[config.mk]
export PLATFORM = sky130hd
export DESIGN_NAME = frame_scanout
export DESIGN_NICKNAME = d
export VERILOG_FILES = /design/src/rtl/frame_scanout.sv
export SDC_FILE = /design/constraint.sdc
export NUM_CORES = 1
export LEC_CHECK = 0
export CAP_MARGIN = 20
export CORE_UTILIZATION = 54
export DETAILED_ROUTE_END_ITERATION = 12
export PLACE_DENSITY = 0.91
export SKIP_LAST_GASP = 1
export SLEW_MARGIN = 25
export SYNTH_ARGS = -nofsm -noshare
export SYNTH_HDL_FRONTEND = slang
export SYNTH_SLANG_ARGS = --single-unit
[constraint.sdc]
create_clock -name i_clk -period 4.15 [get_ports i_clk]
set_input_delay 1.245 -clock i_clk [delete_from_list [all_inputs] [get_ports i_clk]]
set_output_delay 1.245 -clock i_clk [all_outputs]
set_load 0.01 [all_outputs]
[src/rtl/frame_scanout.sv]
// Frame scan-out: on each frame tick request a frame, await copy-complete, then shift every channel word MSB-first to the LED chain.
// Latency: o_drq one cycle after tick; per channel 2+2*c_data_w cycles, highest address first, then one latch cycle.
// Backpressure: none; a tick arriving while a frame is in flight is dropped and flagged on o_overrun.
module frame_scanout #(
    parameter int c_ledboards    = 30,
    parameter int c_max_time     = 1024,
    parameter int c_channels     = c_ledboards * 32,
    parameter int c_addr_w       = $clog2(c_channels),
    parameter int c_time_w       = $clog2(c_max_time),
    parameter int c_data_w       = 16,
    parameter int c_frame_cycles = 100000
) (
    input  logic                i_clk,
    input  logic                i_rst,
    input  logic                i_en,
    input  logic                i_done,
    input  logic [c_data_w-1:0] i_rdata,
    output logic                o_drq,
    output logic [c_time_w-1:0] o_target_time,
    output logic [c_addr_w-1:0] o_raddr,
    output logic                o_ren,
    output logic                o_sclk,
    output logic                o_sdata,
    output logic                o_latch,
    output logic                o_busy,
    output logic                o_overrun
);

    localparam int c_cnt_w = $clog2(c_frame_cycles);
    localparam int c_bit_w = (c_data_w > 1) ? $clog2(c_data_w) : 1;

    typedef enum logic [2:0] {IDLE, REQ, WAIT, READ, LOAD, SHIFT, LATCH} state_t;

    state_t              state, state_nxt;
    logic [c_cnt_w-1:0]  tick_cnt, tick_cnt_nxt;
    logic [c_time_w-1:0] target_time, target_time_nxt;
    logic [c_addr_w-1:0] raddr, raddr_nxt;
    logic [c_data_w-1:0] sreg, sreg_nxt;
    logic [c_bit_w-1:0]  bit_cnt, bit_cnt_nxt;
    logic                phase, phase_nxt;
    logic                tick;

    // Gating with i_en keeps a counter parked on its last value from ticking forever.
    assign tick = i_en && (tick_cnt == c_cnt_w'(c_frame_cycles - 1));

    always_ff @(posedge i_clk or posedge i_rst) begin
        if (i_rst) begin
            state       <= IDLE;
            tick_cnt    <= '0;
            target_time <= '0;
            raddr       <= '0;
            sreg        <= '0;
            bit_cnt     <= '0;
            phase       <= 1'b0;
        end else begin
            state       <= state_nxt;
            tick_cnt    <= tick_cnt_nxt;
            target_time <= target_time_nxt;
            raddr       <= raddr_nxt;
            sreg        <= sreg_nxt;
            bit_cnt     <= bit_cnt_nxt;
            phase       <= phase_nxt;
        end
    end

    always_comb begin
        state_nxt       = state;
        tick_cnt_nxt    = tick_cnt;
        target_time_nxt = target_time;
        raddr_nxt       = raddr;
        sreg_nxt        = sreg;
        bit_cnt_nxt     = bit_cnt;
        phase_nxt       = phase;

        if (tick) begin
            tick_cnt_nxt = '0;
        end else if (i_en) begin
            tick_cnt_nxt = tick_cnt + 1'b1;
        end

        case (state)
            IDLE: begin
                if (tick) begin
                    state_nxt = REQ;
                end
            end
            REQ: begin
                state_nxt = WAIT;
            end
            WAIT: begin
                if (i_done) begin
                    raddr_nxt = c_addr_w'(c_channels - 1);
                    state_nxt = READ;
                end
            end
            READ: begin
                state_nxt = LOAD;
            end
            LOAD: begin
                sreg_nxt    = i_rdata;
                bit_cnt_nxt = c_bit_w'(c_data_w - 1);
                phase_nxt   = 1'b0;
                state_nxt   = SHIFT;
            end
            SHIFT: begin
                if (!phase) begin
                    phase_nxt = 1'b1;
                end else begin
                    phase_nxt = 1'b0;
                    sreg_nxt  = sreg << 1;
                    if (bit_cnt == '0) begin
                        if (raddr == '0) begin
                            state_nxt = LATCH;
                        end else begin
                            raddr_nxt = raddr - 1'b1;
                            state_nxt = READ;
                        end
                    end else begin
                        bit_cnt_nxt = bit_cnt - 1'b1;
                    end
                end
            end
            LATCH: begin
                target_time_nxt = (target_time == c_time_w'(c_max_time - 1)) ? '0 : target_time + 1'b1;
                state_nxt       = IDLE;
            end
            default: begin
                state_nxt = IDLE;
            end
        endcase
    end

    // Outputs decode directly from reset registers so an async reset clears them at once.
    assign o_drq         = (state == REQ);
    assign o_ren         = (state == READ);
    assign o_latch       = (state == LATCH);
    assign o_busy        = (state != IDLE);
    assign o_sclk        = (state == SHIFT) && phase;
    assign o_sdata       = (state == SHIFT) && sreg[c_data_w-1];
    assign o_overrun     = tick && (state != IDLE);
    assign o_raddr       = raddr;
    assign o_target_time = target_time;

endmodule

Run 1, PDN straps and rails:
Drawn at 4 px/um. Pins as bars on the die edge.
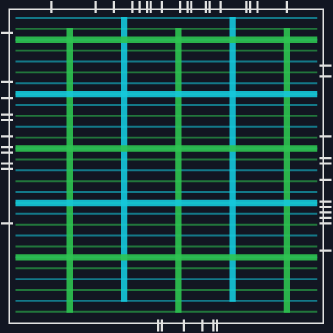
| color | net |
|---|---|
| green | VSS |
| cyan | VDD |
met4 straps: 5
rows: 27

Run 1, cells colored by class:
Drawn at 4 px/um. Fill, decap, tap and diode cells in gray.
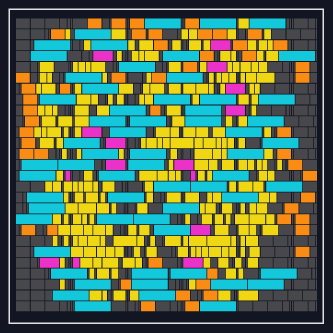
| color | class | cells |
|---|---|---|
| orange | other buffers and delay cells | 51 |
| yellow | combinational and other logic | 245 |
| magenta | clock drivers and dummy loads | 15 |
| cyan | flops | 61 |
Core Util, Final: 0.6978
row cnt: 27
sequential share of cell area: 0.3948
core area: 5540 um^2
final instance area: 3866 um^2

Run 1, clock network drawn from the DEF:
Drawn at 8 px/um.
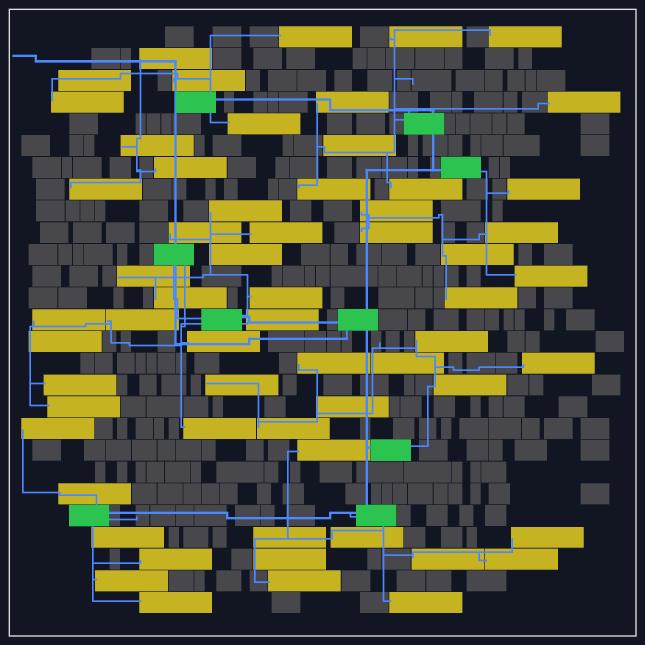
[blue] clock wires | length: 787 um
[yellow] flip-flops | count: 61
[green] clock drivers | count: 9
routed clock nets: 10
Clock group: 480 uW
clock skew: 0.01107 ns
clk_lat worst skew: 0.34 ns

==> results.json, run 1 <==
{
  "cts_made_buffers": 9,
  "hold_end": "sreg[15]",
  "r2r_start": "o_raddr[0]",
  "synth-edff-count": 0,
  "avgSynthCellArea_um2": 9.787,
  "hold_buffers": 0,
  "flop_area_um2": 1526,
  "end_kind": "primary output",
  "hold_viol_final": 0,
  "antenna_left": 0,
  "clkPwrFrac": 0.395,
  "num-nonclk-inverters": 12,
  "synth.distinct_cells": 53,
  "drv_slew": 0,
  "ys.flops": 61,
  "flops": 61,
  "taps": 72,
  "final-comb-area_um2": 1529,
  "startpoint": "i_en",
  "fillCellCount": 430,
  "vias_per_cell": 5.775,
  "overflow": 0,
  "nonClkBufAreaFrac": 0.1288,
  "pin_count": 47,
  "rsz0062_at_grt": "no",
  "drtIter0Drc": 205,
  "hp-class": "flip-flop to flip-flop",
  "syn2layout_area_growth_pct": 23.45,
  "power.leakage_uw": 0.001635,
  "post-cts-setup-buffer-count": 0,
  "gp_congestion": 0.8275,
  "fmax_ghz": 0.2468,
  "outcome": "completed",
  "dp_hpwl_um": 4695,
  "most_common_cell": "dfrtp_1",
  "synth_stat.cells": 320,
  "clkCellAreaFrac": 0.04595,
  "netlist_area_um2": 3132,
  "lay_top_cells": "dfrtp_1, clkdlybuf4s50_1, nand2_1",
  "comb_power_uw": 83.6,
  "antenna_found_initial": 0,
  "start_kind": "input pin",
  "worst_slew_pin_slew_ns": 0.7397,
  "yosysTopAreaCell": "dfrtp_1",
  "port_buffers": 46,
  "num_vias": 2564,
  "r2r_cells": 6,
  "dp.cells": 429,
  "regToRegSetupSlack_ns": 1.77,
  "nets": 392,
  "clock_buffer_count": 14,
  "cp.arrival_ns": 2.81,
  "p_int_uw": 925.8,
  "ys_warn_count": 0,
  "peakVddDrop_uv": 273.1,
  "crit_type": "input pin to primary output",
  "synthTopCellsByCount": "dfrtp_1, nand2_1, o21ai_0",
  "grt_max_degree": 36,
  "drc_errors": 0,
  "topCellsByArea": "dfrtp_1, mux2i_1, nand2_1",
  "drive_above_1_share": 0.08065,
  "setup_viol": 0,
  "dieWidth_um": 78.16,
  "whs_path_depth": 2,
  "switching_share": 0.2388,
  "largest_class": "multi-input combinational cells",
  "first_pass_iters": 4,
  "lay_top_count": "dfrtp_1",
  "power_density_nw_per_um2": 314.6,
  "drt_wl_total_um": 6645,
  "dieArea_um2": 6108
}
-- run 1: metal layers --
metal / part of all wire / global-route usage
met4: 0.018 / 0.08148
met1: 0.44 / 0.3048
met3: 0.039 / 0.06744
met2: 0.50 / 0.3895
met5: 0 / 0
-- run 1: critical path: stages --
cell and delay, ns:
clkdlybuf4s50_1 0.48, nand2_1 0.08, or4_4 0.50, nor3_4 0.13, and2_1 0.14, clkdlybuf4s15_1 0.23
-- run 1: kinds of logic after synthesis --
kind of cell / synth area share
buf+inv: 0.03276
mux: 0.06113
compound gates: 0.1394
flops: 0.4874
fa+ha+maj: 0.01598
simple gates: 0.2102
xor+xnor: 0.05314
-- run 1: sequential cells by signal, indices dropped and copies added (netlist names) --
register       cells
o_target_time     10
o_raddr           10
sreg              16
tick_cnt          17
bit_cnt            4
state              3
phase              1
==> run 2, diff against run 1 <==
Settings changed: GPL_TIMING_DRIVEN set to 0.
Run 2, placement view:
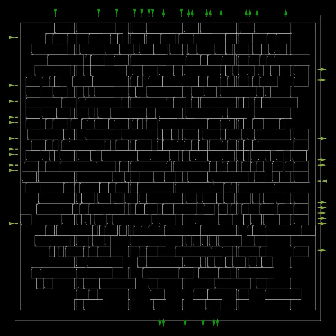
Taps Inserted: 72
final non-filler cell total: 451

Run 2, PDN straps and rails:
Drawn at 4 px/um. Pins as bars on the die edge.
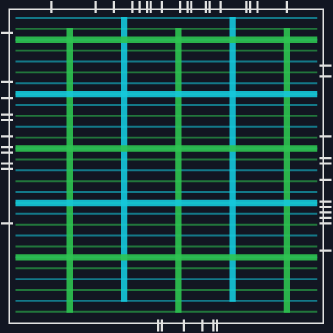
| color | net |
|---|---|
| green | VSS |
| cyan | VDD |
signal pins: 47
met4 straps: 5
Die Y: 78.16 um
Die Wd: 78.16 um
Peak VDD IR: 202.6 uV

==> results.json, run 2 <==
{
  "clk_latency_ns": 0.34,
  "top_layer": "met4",
  "crit_type": "input pin to primary output",
  "drtIter0Drc": 126,
  "finClkSkew_ns": 0.007209,
  "clock_buffer_count": 11,
  "core_um2": 5540,
  "worst_slew_pin_slew_ns": 0.6082,
  "routed-wl-met3_um": 258,
  "overflow": 0,
  "first_pass_iters": 4,
  "antenna_found_initial": 0,
  "antenna_left": 0,
  "seq-cell-share": 0.3933,
  "post-route-util": 0.7005,
  "crit_chain": "buf_4 > nand2_1 > or4_4 > nor3_4 > buf_6 > and2_1 > dlygate4sd2_1",
  "hold_end": "sreg[15]",
  "largestRegisters": "tick_cnt (17), sreg (16)",
  "synth.distinct_cells": 53,
  "clkCellAreaFrac": 0.03643,
  "flop_area_um2": 1526,
  "hold_viol_final": 0,
  "final-comb-area_um2": 1518,
  "fillCellCount": 426,
  "synth-edff-count": 0,
  "setup_viol": 0,
  "flops": 61,
  "largest_reg_flops": 17,
  "switching_share": 0.2385,
  "use_met2": 0.4026,
  "power.leakage_uw": 0.001646,
  "slowest_stage": "or4_4",
  "avgSynthCellArea_um2": 9.787,
  "rsz0062_at_grt": "no",
  "num-nonclk-inverters": 12,
  "p_int_uw": 880.9,
  "slowest_delay_ns": 0.52,
  "met3_usage": 0.03605,
  "vias_per_cell": 5.856,
  "lay_top_count": "dfrtp_1",
  "busiest_layer": "met2",
  "cts_made_buffers": 9,
  "topCellsByArea": "dfrtp_1, mux2i_1, nand2_1",
  "largest_class": "registers",
  "regMostFlops": "tick_cnt",
  "yosysTopAreaCell": "dfrtp_1",
  "hp-class": "flip-flop to flip-flop",
  "r2r_start": "o_raddr[0]",
  "power_density_nw_per_um2": 298.0,
  "hold_buffers": 0,
  "gp_congestion": 0.8232,
  "whs_path_depth": 2,
  "outcome": "completed",
  "comb_power_uw": 83.6,
  "grt_max_degree": 52,
  "dieArea_um2": 6108,
  "num_vias": 2641,
  "synthTopCellsByCount": "dfrtp_1, nand2_1, o21ai_0",
  "r2r_cells": 6,
  "cp.arrival_ns": 2.64,
  "syn2layout_area_growth_pct": 23.93,
  "lay_top_cells": "dfrtp_1, clkdlybuf4s50_1, nand2_1",
  "regToRegSetupSlack_ns": 1.76
}
Run 2, routed metal, one color a layer:
Drawn at 4 px/um. Two of the layers only.
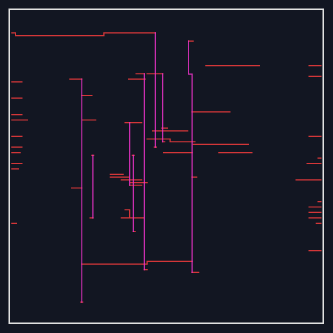
| color | layer | wire length |
|---|---|---|
| magenta | metal 4 | 259 um |
| red | metal 3 | 258 um |

## run 2: cell counts after synthesis
Identical to the previous run, type by type.
## run 2: critical path, delay by kind of cell
family | cells | cell delay, ns
buffers and inverters | 3 | 0.51
AND/OR/NAND/NOR | 4 | 0.88
## run 2: logic make-up after synthesis
group / after synthesis / synth area share
flops: 61 / 0.4874
compound gates: 66 / 0.1394
simple gates: 125 / 0.2102
buf+inv: 26 / 0.03276
fa+ha+maj: 4 / 0.01598
mux: 19 / 0.06113
xor+xnor: 19 / 0.05314
## run 2: metrics by stage
step / instances / total power (uW) / area (um^2)
after global routing: 451 / 1208 / 3881
after CTS: 451 / 1164 / 3881
after floorplan: 320 / 705.7 / 3132
after detailed placement: 438 / 744.1 / 3702
after global placement: 437 / 736.0 / 3672
final: 451 / 1157 / 3881
Power is estimated from default activity; no workload was simulated.
